Fig. 1: run 1, PDN straps and rails
The bar under the picture is 20 um long. Pins as bars on the die edge.
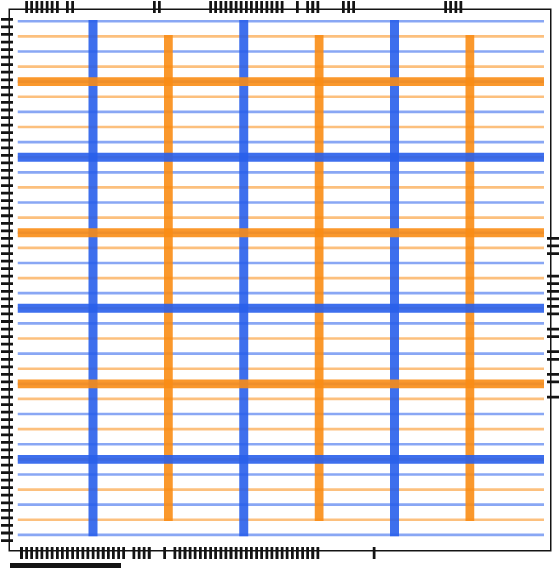
Fig. 2: run 1, cells colored by class
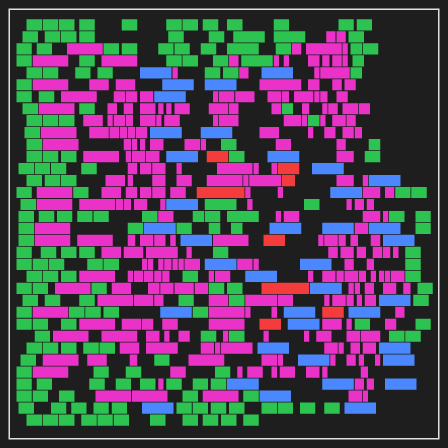
Fig. 3: run 1, clock wires, drivers and flops
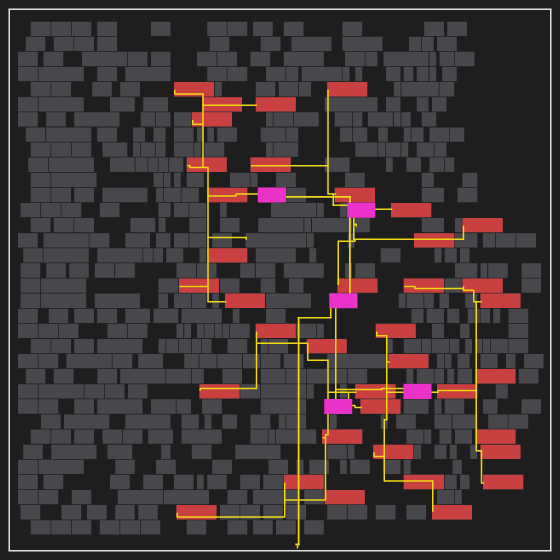
Fig. 4: run 1, routed metal, one color a layer
The bar under the picture is 20 um long.
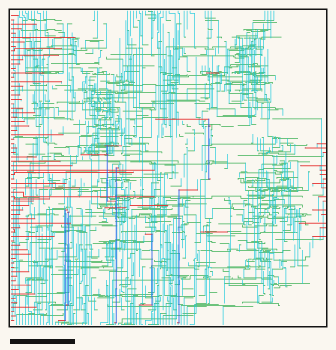
`config.mk`:
```
export PLATFORM = sky130hd
export DESIGN_NAME = adder_arbiter
export DESIGN_NICKNAME = d
export VERILOG_FILES = /design/src/rtl/adder_arbiter_pkg.sv /design/src/rtl/adder_arbiter_rr_arb.sv /design/src/rtl/adder_arbiter_sklansky.sv /design/src/rtl/adder_arbiter.sv
export SDC_FILE = /design/constraint.sdc
export NUM_CORES = 1
export LEC_CHECK = 0
export CAP_MARGIN = 0
export CORE_UTILIZATION = 36
export CTS_CLUSTER_DIAMETER = 50
export DETAILED_ROUTE_END_ITERATION = 8
export PLACE_DENSITY_LB_ADDON = 0.25
export SYNTH_ARGS = -nofsm -noshare
export SYNTH_HDL_FRONTEND = slang
export SYNTH_HIERARCHICAL = 1
export SYNTH_SLANG_ARGS = --single-unit
```
`constraint.sdc`:
```
create_clock -name clk -period 5.4 [get_ports clk]
set_clock_uncertainty 0.2 [all_clocks]
set_input_delay 0.81 -clock clk [delete_from_list [all_inputs] [get_ports clk]]
set_output_delay 0.81 -clock clk [all_outputs]
set_load 0.05 [all_outputs]
```
`src/rtl/adder_arbiter_pkg.sv`:
```
// Shared defaults and types for the round-robin arbitrated adder.
package adder_arbiter_pkg;

   localparam int NREQ_DEF = 4;
   localparam int W_DEF    = 16;
   localparam int IDW_DEF  = 2;

   typedef logic [IDW_DEF-1:0] req_id_t;

endpackage

```
`src/rtl/adder_arbiter_rr_arb.sv`:
```
// Round-robin arbiter: searches upward from rr_ptr, wraps, advances past each winner.
module rr_arb #(
   parameter int NREQ = 4,
   parameter int IDW  = 2
) (
   input  logic            clk,
   input  logic            rst,
   input  logic            en,
   input  logic [NREQ-1:0] req,
   output logic [NREQ-1:0] grant,
   output logic [IDW-1:0]  gid,
   output logic            gvalid
);

   logic [IDW-1:0] rr_ptr;

   always_comb begin
      // NOTE: every output gets a default first so no path through the loop leaves a latch.
      grant  = '0;
      gid    = '0;
      gvalid = 1'b0;
      for (int k = 0; k < NREQ; k++) begin
         if (en && !gvalid && req[rr_ptr + IDW'(k)]) begin
            gvalid = 1'b1;
            gid    = rr_ptr + IDW'(k);
         end
      end
      if (gvalid) grant = NREQ'(1) << gid;
   end

   always_ff @(posedge clk) begin
      // NOTE: state uses non-blocking assignments so all registers update from pre-edge values.
      if (rst)         rr_ptr <= '0;
      else if (gvalid) rr_ptr <= gid + IDW'(1);
   end

endmodule

```
`src/rtl/adder_arbiter_sklansky.sv`:
```
// W-bit Sklansky (divide-and-conquer) parallel-prefix adder with carry-in.
module sklansky_adder #(
   parameter int W = 16
) (
   input  logic [W-1:0] a,
   input  logic [W-1:0] b,
   input  logic         cin,
   output logic [W-1:0] sum,
   output logic         cout
);

   localparam int LV = $clog2(W);

   for (genvar l = 0; l <= LV; l++) begin : lvl
      logic [W-1:0] g;
      logic [W-1:0] p;
      if (l == 0) begin : init
         // Carry-in is folded into bit 0 so every group generate already includes it.
         assign g = {a[W-1:1] & b[W-1:1], (a[0] & b[0]) | ((a[0] ^ b[0]) & cin)};
         assign p = a ^ b;
      end else begin : comb
         for (genvar i = 0; i < W; i++) begin : col
            if (((i >> (l - 1)) & 1) == 1) begin : merge
               localparam int J = ((i >> (l - 1)) << (l - 1)) - 1;
               assign g[i] = lvl[l-1].g[i] | (lvl[l-1].p[i] & lvl[l-1].g[J]);
               assign p[i] = lvl[l-1].p[i] & lvl[l-1].p[J];
            end else begin : pass
               assign g[i] = lvl[l-1].g[i];
               assign p[i] = lvl[l-1].p[i];
            end
         end
      end
   end

   logic unused_p;
   assign unused_p = ^lvl[LV].p;

   assign sum  = lvl[0].p ^ {lvl[LV].g[W-2:0], cin};
   assign cout = lvl[LV].g[W-1];

endmodule

```
`src/rtl/adder_arbiter.sv`:
```
// NREQ requesters share one prefix adder; a one-entry result register decouples the consumer.
module adder_arbiter
   import adder_arbiter_pkg::*;
#(
   parameter int NREQ = NREQ_DEF,
   parameter int W    = W_DEF,
   parameter int IDW  = IDW_DEF
) (
   input  logic              clk,
   input  logic              rst,
   input  logic [NREQ-1:0]   req_valid,
   output logic [NREQ-1:0]   req_ready,
   input  logic [NREQ*W-1:0] req_a,
   input  logic [NREQ*W-1:0] req_b,
   input  logic [NREQ-1:0]   req_cin,
   output logic              res_valid,
   input  logic              res_ready,
   output logic [W-1:0]      res_sum,
   output logic              res_cout,
   output logic [IDW-1:0]    res_id,
   output logic [15:0]       op_count
);

   logic           slot_free;
   logic           xfer;
   logic [IDW-1:0] gid;
   logic [W-1:0]   op_a;
   logic [W-1:0]   op_b;
   logic           op_cin;
   logic [W-1:0]   sum;
   logic           cout;

   assign slot_free = !res_valid || res_ready;

   rr_arb #(
      .NREQ (NREQ),
      .IDW  (IDW)
   ) u_arb (
      .clk    (clk),
      .rst    (rst),
      .en     (slot_free && !rst),
      .req    (req_valid),
      .grant  (req_ready),
      .gid    (gid),
      .gvalid (xfer)
   );

   assign op_a   = req_a[gid*W +: W];
   assign op_b   = req_b[gid*W +: W];
   assign op_cin = req_cin[gid];

   sklansky_adder #(
      .W (W)
   ) u_add (
      .a    (op_a),
      .b    (op_b),
      .cin  (op_cin),
      .sum  (sum),
      .cout (cout)
   );

   always_ff @(posedge clk) begin
      if (rst) begin
         res_valid <= 1'b0;
         res_sum   <= '0;
         res_cout  <= 1'b0;
         res_id    <= '0;
         op_count  <= '0;
      end else begin
         if (xfer) begin
            res_valid <= 1'b1;
            res_sum   <= sum;
            res_cout  <= cout;
            res_id    <= gid;
            op_count  <= op_count + 16'd1;
         end else if (res_ready) begin
            res_valid <= 1'b0;
         end
      end
   end

endmodule

```
==> notes.md, run 1 <==
yosys + openroad results -> XORs/XNORs by Area 0.04829, final setup margin 0.3831 ns, pre-CTS setup slack 0.07057 ns, clock root cell clkbuf_8, worst hold path startpoint res_sum[0], most used routing layer met2, antenna viol nets, final 0, Longest Clk Path Bufs 2, Remaining Overflow, GRT 0, Seq/total area 0.1404, Design Power 0.001384 W, Ports 179, GR Util met3 0.04820, # rows 34, CP Capture Type register, Worst path depth 19, RR Endpoint res_sum[8], Worst Path Arrival 5.04 ns, Comb group around 0.00075 W, CP cell instances clkdlybuf4s50_1, nor2_1, mux4_2, nor4_2, a2bb2oi_4, mux4_2, inv_1, fa_1, inv_1, fa_1, a211oi_2, o21a_1, nor2b_1, o21a_1, nor2_1, fa_1, inv_1, mux2i_1, nor2_1, chip height 97.23 um, Top Metal Used met4, M1 wire length 3523 um, status finished, final reports clean, clock transition at the registers of the reported paths 0.08 ns, Non-Filler Instances roughly 610, Unique cell types 56, Top delay family on crit path adder cells, Multi-In Gates 250, Fin. Hold Viols 0, Die W 97.23 um, CTS tree built, FP Util 0.3725, Logic cell area 2390 um^2, Slew @ Worst Pin 0.7356 ns, adder share 0.1035, top flop regs op_count (16), res_sum (16), Primary FF master, synth dfxtp_1, Flops 38, ys flops 38, Setup Viol. Count Final 0, ANT cells 0, Main logic family multiplexers, r2r startpoint u_arb/rr_ptr[1], end of the critical path res_sum[8], CP Buf/Inv Count 4, Leakage Power 2.071 nW, Placed Instances approximately 600, Slew HR 0.5084, pwr dens 255.4 nW/um^2, Tcrit/Tclk final 0.9291, Max-Cap Viols 0, Critical path origin req_valid[1], number of port buffers between 150 and 200, first-pass GRT wire length 16010 um, vias in the first global route about 3400, Final HPWL DP about 8200 um, # nets final between 600 and 700, maximum vdd ir drop around 0.00012 V, FF-to-FF path depth 17, Post-synth seq share 0.2330, drt drc 0, buffering overhead 0.3560, grt met2 use 0.4063, count of tool warnings 29, post_cts resized 0, Yosys Warn Count 6, combinational share of cell area 0.4409, Psw 0.0005133 W, Basic Gates by Area 0.1617, internal power 0.0008710 W, MUX share of area 0.3124, Final GP Congestion 0.8786, Comb pwr share 0.543, slowest CP cell clkdlybuf4s50_1, layout cells sized above 1 0.1412, Setup Buffers After CTS 0, drt first-iter violations between 60 and 70, maximum fanout along the worst path 7, nonclk buf count 189, Routed Wire Length 9691 um, YS chip area 3264 um^2, WL met2 5345 um, Final Cell Area around 5400 um^2, number of hold buffers added after cts 0, GRT Util Overall 0.2093, clk sinks 38, routed vias/inst 5.162, Switching Fraction 0.3708, most instantiated logic cell after routing clkdlybuf4s50_1, CTS Buf Count 5, Flop pwr share 0.246, WL/cell approximately 16 um, yosys cell count 322, die area 9453 um^2, Min-Delay Path Depth 2, htree depth 2, Synth Area in Compound Gates 0.09697, largest net degree at the start of global routing 43, post-synthesis cell count 322, met1 usage 0.2182, R2R setup slack 0.90 ns, Async SR Flop Fraction 0, clkbuf count 5, Detailed Routing Iterations Pass 1 4, f_max ~200 MHz, largest class multi-input combinational cells, met3 WL just over 600 um, via count 3154
About Fig. 1:
blue -> VSS
orange -> VDD
met5 straps = 6
met1 rails = 35
rows = 34
met4 straps = 6
signal pins = 179

About Fig. 2:
green -> remaining buffers and delay cells  # cells 189, share of their area 37%
blue -> registers  # cells 38, share of their area 14%
red -> clock drivers and dummy loads  # cells 8, share of their area 2.6%
magenta -> remaining logic cells  # cells 268, share of their area 46%

About Fig. 3:
red -> flip-flops  # count 38
yellow -> clock wires  # length 519 um
magenta -> clock-net drivers  # count 5
routed clock nets = 6
clk_lat worst skew: 0.29 ns
clk pwr: 0.000292 W

About Fig. 4:
red -> M3  # wire length 615 um
blue -> M4  # wire length 208 um
green -> M1  # wire length 3520 um
cyan -> M2  # wire length 5350 um

## Run 2: what changed since run 1
--- a/config.mk
+++ b/config.mk
@@ -6,9 +6,11 @@
 export NUM_CORES = 1
 export LEC_CHECK = 0
 export CAP_MARGIN = 0
+export CORE_ASPECT_RATIO = 2
 export CORE_UTILIZATION = 36
 export CTS_CLUSTER_DIAMETER = 50
 export DETAILED_ROUTE_END_ITERATION = 8
+export GPL_TIMING_DRIVEN = 0
 export PLACE_DENSITY_LB_ADDON = 0.25
 export SYNTH_ARGS = -nofsm -noshare
 export SYNTH_HDL_FRONTEND = slang
Fig. 5: run 2, cells colored by class
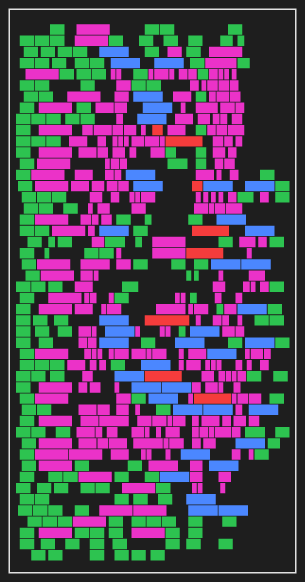
magenta -> remaining logic cells  # cells 268, share of their area 46%
red -> clock drivers and dummy loads  # cells 8, share of their area 3.2%
blue -> registers  # cells 38, share of their area 14%
green -> remaining buffers and delay cells  # cells 198, share of their area 36%

Fig. 6: run 2, routed metal, one color a layer
The bar under the picture is 20 um long.
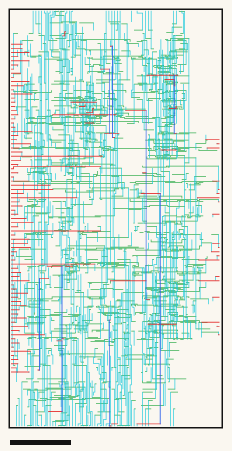
red -> M3  # wire length 572 um
green -> M1  # wire length 3270 um
cyan -> M2  # wire length 6140 um
blue -> M4  # wire length 319 um
WL/cell: 16.82 um
via count: 3317
Routed Wire Length: 10290 um
GRT Util Overall: 0.2211

==> run 2 against run 1 <==
Wire length grew 6.2%; non-clock buffer count grew 9; sequential share of layout area is essentially flat; global-route usage grew 1.2 points; total power grew 3.8%; via count grew 5.2%; maximum frequency shrank 2.2%; hold slack lost 0.0053 ns; critical path type unchanged; largest cell class unchanged.
==> notes.md, run 2 <==
yosys + openroad results -> layout cells sized above 1 0.1465 (+0.005331), drt drc 0 (unchanged), Post-synth seq share 0.2330 (unchanged), worst hold path startpoint res_sum[8], number of port buffers 178 (unchanged), # nets final 674 (+1.4%), FF-to-FF path depth 20 (+3), Tcrit/Tclk final 0.9503 (+0.02128), clk pwr 0.000336 W (+15%), vias in the first global route 3497 (+3.6%), status finished, final reports clean, Leakage Power 2.094 nW (+1.1%), number of hold buffers added after cts 0 (unchanged), drt first-iter violations 116 (+81%), htree depth 2 (unchanged), Slew HR 0.5619 (+0.05347), Setup Buffers After CTS 1 (+1), M1 wire length 3265 um (-7.3%), Basic Gates by Area 0.1617 (unchanged), clk sinks 38 (unchanged), R2R setup slack 0.74 ns (-0.16 ns), nonclk buf count 198 (+4.8%), top flop regs op_count (16), res_sum (16), CTS tree built, CP Capture Type register, Worst Path Arrival 5.15 ns (+0.11 ns), Remaining Overflow, GRT 0 (unchanged), combinational share of cell area 0.4388 (-0.002095), Critical path origin rst, Worst path depth 22 (+3), met3 WL 572 um (-6.8%), Comb pwr share 0.529 (-0.014), slowest CP cell fa_1, XORs/XNORs by Area 0.04829 (unchanged), Multi-In Gates 250 (unchanged), clkbuf count 5 (unchanged), Primary FF master, synth dfxtp_1, met1 usage 0.1949 (-0.02335), WL met2 6137 um (+15%), clock transition at the registers of the reported paths 0.06 ns (-0.02 ns), Seq/total area 0.1401 (-0.0002265), Setup Viol. Count Final 0 (unchanged), Final Cell Area 5429 um^2 (+0.16%), r2r startpoint u_arb/rr_ptr[0], Max-Cap Viols 0 (unchanged), RR Endpoint res_sum[8], YS chip area 3264 um^2 (unchanged), routed vias/inst 5.420 (+5.0%), Placed Instances 600 (-0.50%), CP cell instances dlygate4sd2_1, clkbuf_8, nor2_4, o21ai_2, nor4_4, a2bb2oi_2, clkbuf_8, clkbuf_8, mux4_2, inv_1, fa_1, inv_1, fa_1, a211oi_2, o21a_1, nor2b_1, o21a_1, nor2_1, fa_1, inv_1, mux2i_1, nor2_1, Top Metal Used met4, Logic cell area 2382 um^2 (-0.31%), largest class multi-input combinational cells, Longest Clk Path Bufs 2 (unchanged), GR Util met3 0.03829 (-0.009910), Unique cell types 56 (unchanged), count of tool warnings 29 (unchanged), Design Power 0.001437 W (+3.8%), most used routing layer met2, first-pass GRT wire length 16290 um (+1.8%)
Fig. 7: run 2, PDN straps and rails
The bar under the picture is 20 um long. Pins as bars on the die edge.
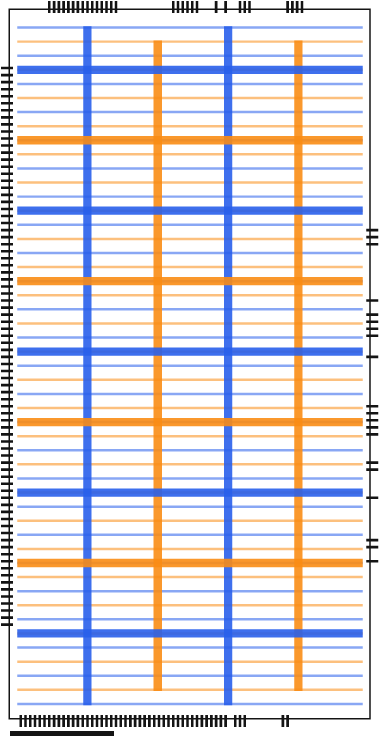
orange -> VDD
blue -> VSS
signal pins = 179
rows = 48
met5 straps = 9
met1 rails = 49
maximum vdd ir drop: 0.0001214 V
Die W: 69.34 um
chip height: 136.7 um

No activity file was given, so power comes from the tool's default toggle rates.
